<file path="config.mk">
export PLATFORM = sky130hd
export DESIGN_NAME = mem_arbiter
export DESIGN_NICKNAME = d
export VERILOG_FILES = /design/src/rtl/mem_arbiter.sv
export SDC_FILE = /design/constraint.sdc
export NUM_CORES = 1
export LEC_CHECK = 0
export ABC_AREA = 0
export ABC_CLOCK_PERIOD_IN_PS = 2210
export CORE_AREA = 2 2 103 105
export CTS_BUF_LIST = sky130_fd_sc_hd__clkbuf_8
export DETAILED_ROUTE_END_ITERATION = 10
export DIE_AREA = 0 0 105 107
export PLACE_DENSITY = 0.84
export SETUP_SLACK_MARGIN = 0.4
export SYNTH_ARGS = -nofsm -noshare
export SYNTH_HDL_FRONTEND = slang
export SYNTH_SLANG_ARGS = --single-unit
</file>
<file path="constraint.sdc">
create_clock -name clk -period 2.21 [get_ports clk]
set_input_delay 0.5525 -clock clk [delete_from_list [all_inputs] [get_ports clk]]
set_output_delay 0.5525 -clock clk [all_outputs]
set_load 0.01 [all_outputs]
</file>
<file path="src/rtl/mem_arbiter.sv">
// Two-port (fetch I / load-store D) arbiter and sequencer for the shared unified memory.
// Optional MEM_ARB_ALIGN_CHECK_EN: adds err output; misaligned accesses never modify memory.
module mem_arbiter #(
    parameter int M = 10
) (
    input  logic         clk,
    input  logic         rst_n,
    input  logic         i_req,
    input  logic [M+1:0] i_addr,
    output logic         i_gnt,
    output logic         i_rvalid,
    output logic [31:0]  i_rdata,
    input  logic         d_req,
    input  logic         d_we,
    input  logic [M+1:0] d_addr,
    input  logic [31:0]  d_mask,
    input  logic [31:0]  d_wdata,
    output logic         d_gnt,
    output logic         d_rvalid,
    output logic [31:0]  d_rdata,
`ifdef MEM_ARB_ALIGN_CHECK_EN
    output logic         err,
`endif
    output logic [M+1:0] mem_address,
    output logic [31:0]  mem_mask,
    output logic         mem_wf,
    output logic [31:0]  mem_w,
    input  logic [31:0]  mem_v
);
    typedef enum logic [1:0] {IDLE, ACCESS, RESP} state_t;
    typedef enum logic {PORT_I, PORT_D} port_t;

    state_t       state, state_nx;
    port_t        last_grant, owner, winner;
    logic         owner_we;
    logic         arb_go;
    logic         win_we;
    logic [M+1:0] win_addr;
    logic         resp;
    logic         resp_data;
`ifdef MEM_ARB_ALIGN_CHECK_EN
    logic         win_bad;
    logic         owner_bad;
`endif

    // Arbitration happens on any edge not ending an ACCESS cycle (IDLE or RESP).
    always_comb begin
        winner = PORT_I;
        if (i_req && d_req)
            winner = (last_grant == PORT_I) ? PORT_D : PORT_I;
        else if (d_req)
            winner = PORT_D;
        arb_go   = (state != ACCESS) && (i_req || d_req);
        win_addr = (winner == PORT_D) ? d_addr : i_addr;
        win_we   = (winner == PORT_D) && d_we;
`ifdef MEM_ARB_ALIGN_CHECK_EN
        win_bad  = (win_addr[1:0] != 2'b00);
`endif
    end

    always_comb begin
        state_nx = state;
        case (state)
            IDLE:    if (arb_go) state_nx = ACCESS;
            ACCESS:  state_nx = RESP;
            RESP:    state_nx = arb_go ? ACCESS : IDLE;
            default: state_nx = IDLE;
        endcase
    end

    always_ff @(posedge clk or negedge rst_n) begin
        if (!rst_n)
            state <= IDLE;
        else
            state <= state_nx;
    end

    always_ff @(posedge clk or negedge rst_n) begin
        if (!rst_n) begin
            last_grant  <= PORT_D;
            owner       <= PORT_I;
            owner_we    <= 1'b0;
            i_gnt       <= 1'b0;
            d_gnt       <= 1'b0;
            mem_address <= '0;
            mem_mask    <= '0;
            mem_wf      <= 1'b0;
            mem_w       <= '0;
`ifdef MEM_ARB_ALIGN_CHECK_EN
            owner_bad   <= 1'b0;
`endif
        end else if (arb_go) begin
            last_grant  <= winner;
            owner       <= winner;
            owner_we    <= win_we;
            i_gnt       <= (winner == PORT_I);
            d_gnt       <= (winner == PORT_D);
            mem_address <= win_addr;
            mem_mask    <= win_we ? d_mask : '0;
            mem_wf      <= win_we;
            mem_w       <= win_we ? d_wdata : '0;
`ifdef MEM_ARB_ALIGN_CHECK_EN
            owner_bad   <= win_bad;
            if (win_bad) begin
                mem_mask <= '0;
                mem_wf   <= 1'b0;
            end
`endif
        end else if (state == ACCESS) begin
            i_gnt  <= 1'b0;
            d_gnt  <= 1'b0;
            mem_wf <= 1'b0;
        end
    end

    always_comb begin
        resp      = (state == RESP);
        i_rvalid  = resp && (owner == PORT_I);
        d_rvalid  = resp && (owner == PORT_D);
        resp_data = !owner_we;
`ifdef MEM_ARB_ALIGN_CHECK_EN
        resp_data = resp_data && !owner_bad;
        err       = resp && owner_bad;
`endif
        i_rdata   = (i_rvalid && resp_data) ? mem_v : '0;
        d_rdata   = (d_rvalid && resp_data) ? mem_v : '0;
    end
endmodule

</file>
**Supply network**

Pins as bars on the die edge. Tap cells in grey.
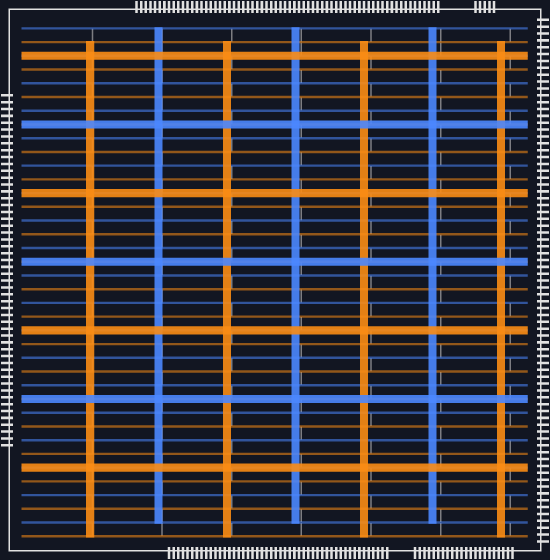
[blue] VDD
[orange] VSS
met1 rails: 38
signal pins: 270
die width: 105 um
core box area: 10090 um^2

**Clock network drawn from the DEF**

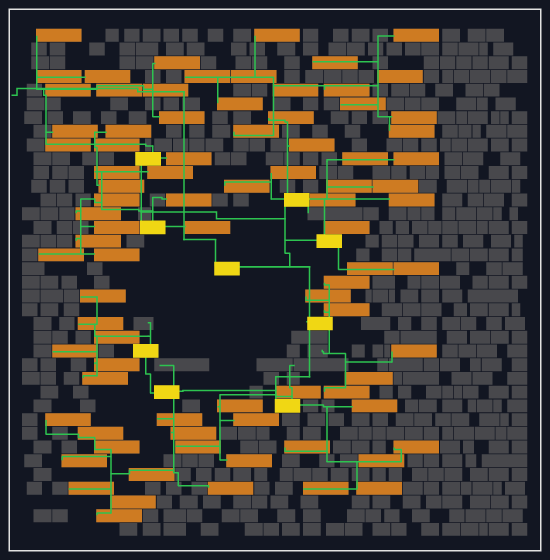
[green] clock wires | length: 976 um
[orange] flip-flops | count: 84
[yellow] clock drivers | count: 9
routed clock nets: 10
Clock Skew: 0.01789 ns
clock power share: 29.0%
clock group power: 1.33 mW
Worst-Skew Late Latency: 0.35 ns

**Placed cells, one colour a class**

Bar = 20 um. Fill, decap, tap and diode cells in grey.
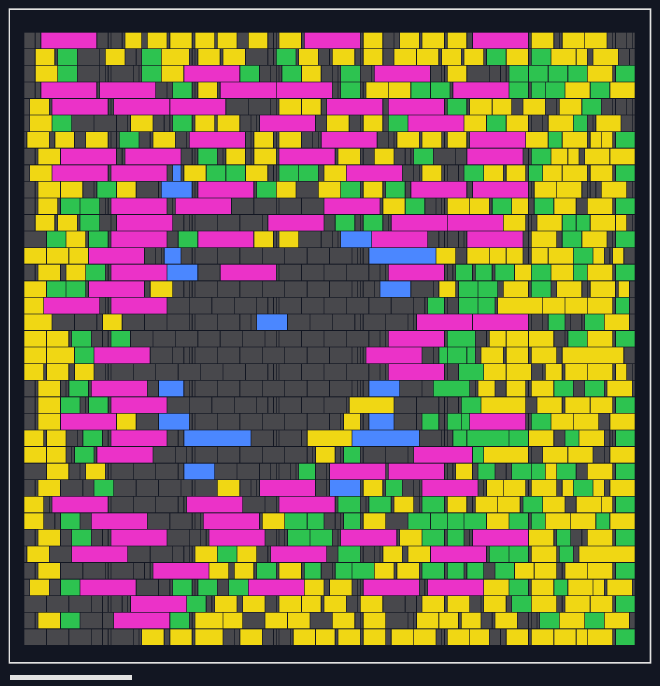
[magenta] sequential cells | cells: 84 | share of their area: 31%
[blue] clock drivers and dummy loads | cells: 16 | share of their area: 3.7%
[yellow] remaining buffers and delay cells | cells: 297 | share of their area: 43%
[green] combinational and other logic | cells: 173 | share of their area: 22%
flop share of the area: 30.31%
post-route cell area: 6939 um^2

**M2 wires**

Bar = 20 um.
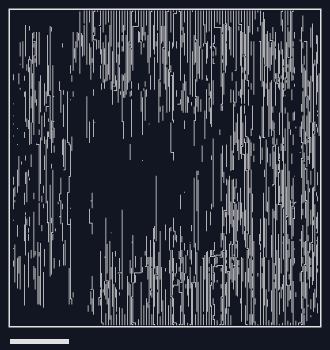
longest straight run: 54.6 um
wire length on this layer: 7340 um
main direction: vertical
nets with wire on the layer: 635

==> flow_summary.json <==
{
  "internal-power_mw": 3.307,
  "drt-met1-wl_um": 4890,
  "min-delay-path-class": "primary input to async pin",
  "use_met1_pct": 22.61,
  "slew_violations": 0,
  "avgRoutedWirePerCell_um": 19.00,
  "synth.cellmix.compoundShare_pct": 22.98,
  "rsz0062_at_grt": "yes",
  "placed_cell_area_um2": 6441,
  "outcome": "finished, violations left",
  "power_density_nw_per_um2": 660.0,
  "ant_nets": 0,
  "crit_path_frequent_cell": "buf_6",
  "top_logic_kind": "AND-OR/OR-AND gates",
  "pin_count": 270,
  "initialDrtViolationCount": 144,
  "reg2reg_slack_ns": 0.63,
  "busiest_layer": "met2",
  "cts_buffers": 9,
  "ys_types": 24,
  "violations": "negative setup slack",
  "ys_sh_simple_pct": 14.08,
  "reg_top3": "mem_mask: 32 flops, mem_w: 32 flops, mem_address: 12 flops",
  "dp_hpwl_um": 9287,
  "grt_pass1_wl_um": 18930,
  "yosysTopAreaCell": "dfrtp_1",
  "routed_wl_um": 13490,
  "reg2reg_to": "mem_address[2]",
  "n_all_buffers": 297,
  "setup_viol": 26,
  "ys_seq_share_pct": 58.88,
  "crit_end": "d_rdata[21]",
  "cts.sinks": 84,
  "fin_ws_ns": -0.05937,
  "final_cell_mix": "clkdlybuf4s50_1 (123), dfrtp_1 (83), dlygate4sd2_1 (74), a22o_1 (64), buf_6 (59)",
  "inv_count": 1,
  "antenna_found_initial": 4,
  "post-cts-setup-buffer-count": 9,
  "nFillCells": 729,
  "crit_buf_inv": 3,
  "cts_tree": "yes",
  "synth-edff-count": 0,
  "pre_cts_ws_ns": -0.07098
}
Power figures rest on the tool's default switching activity, not on a simulated workload.
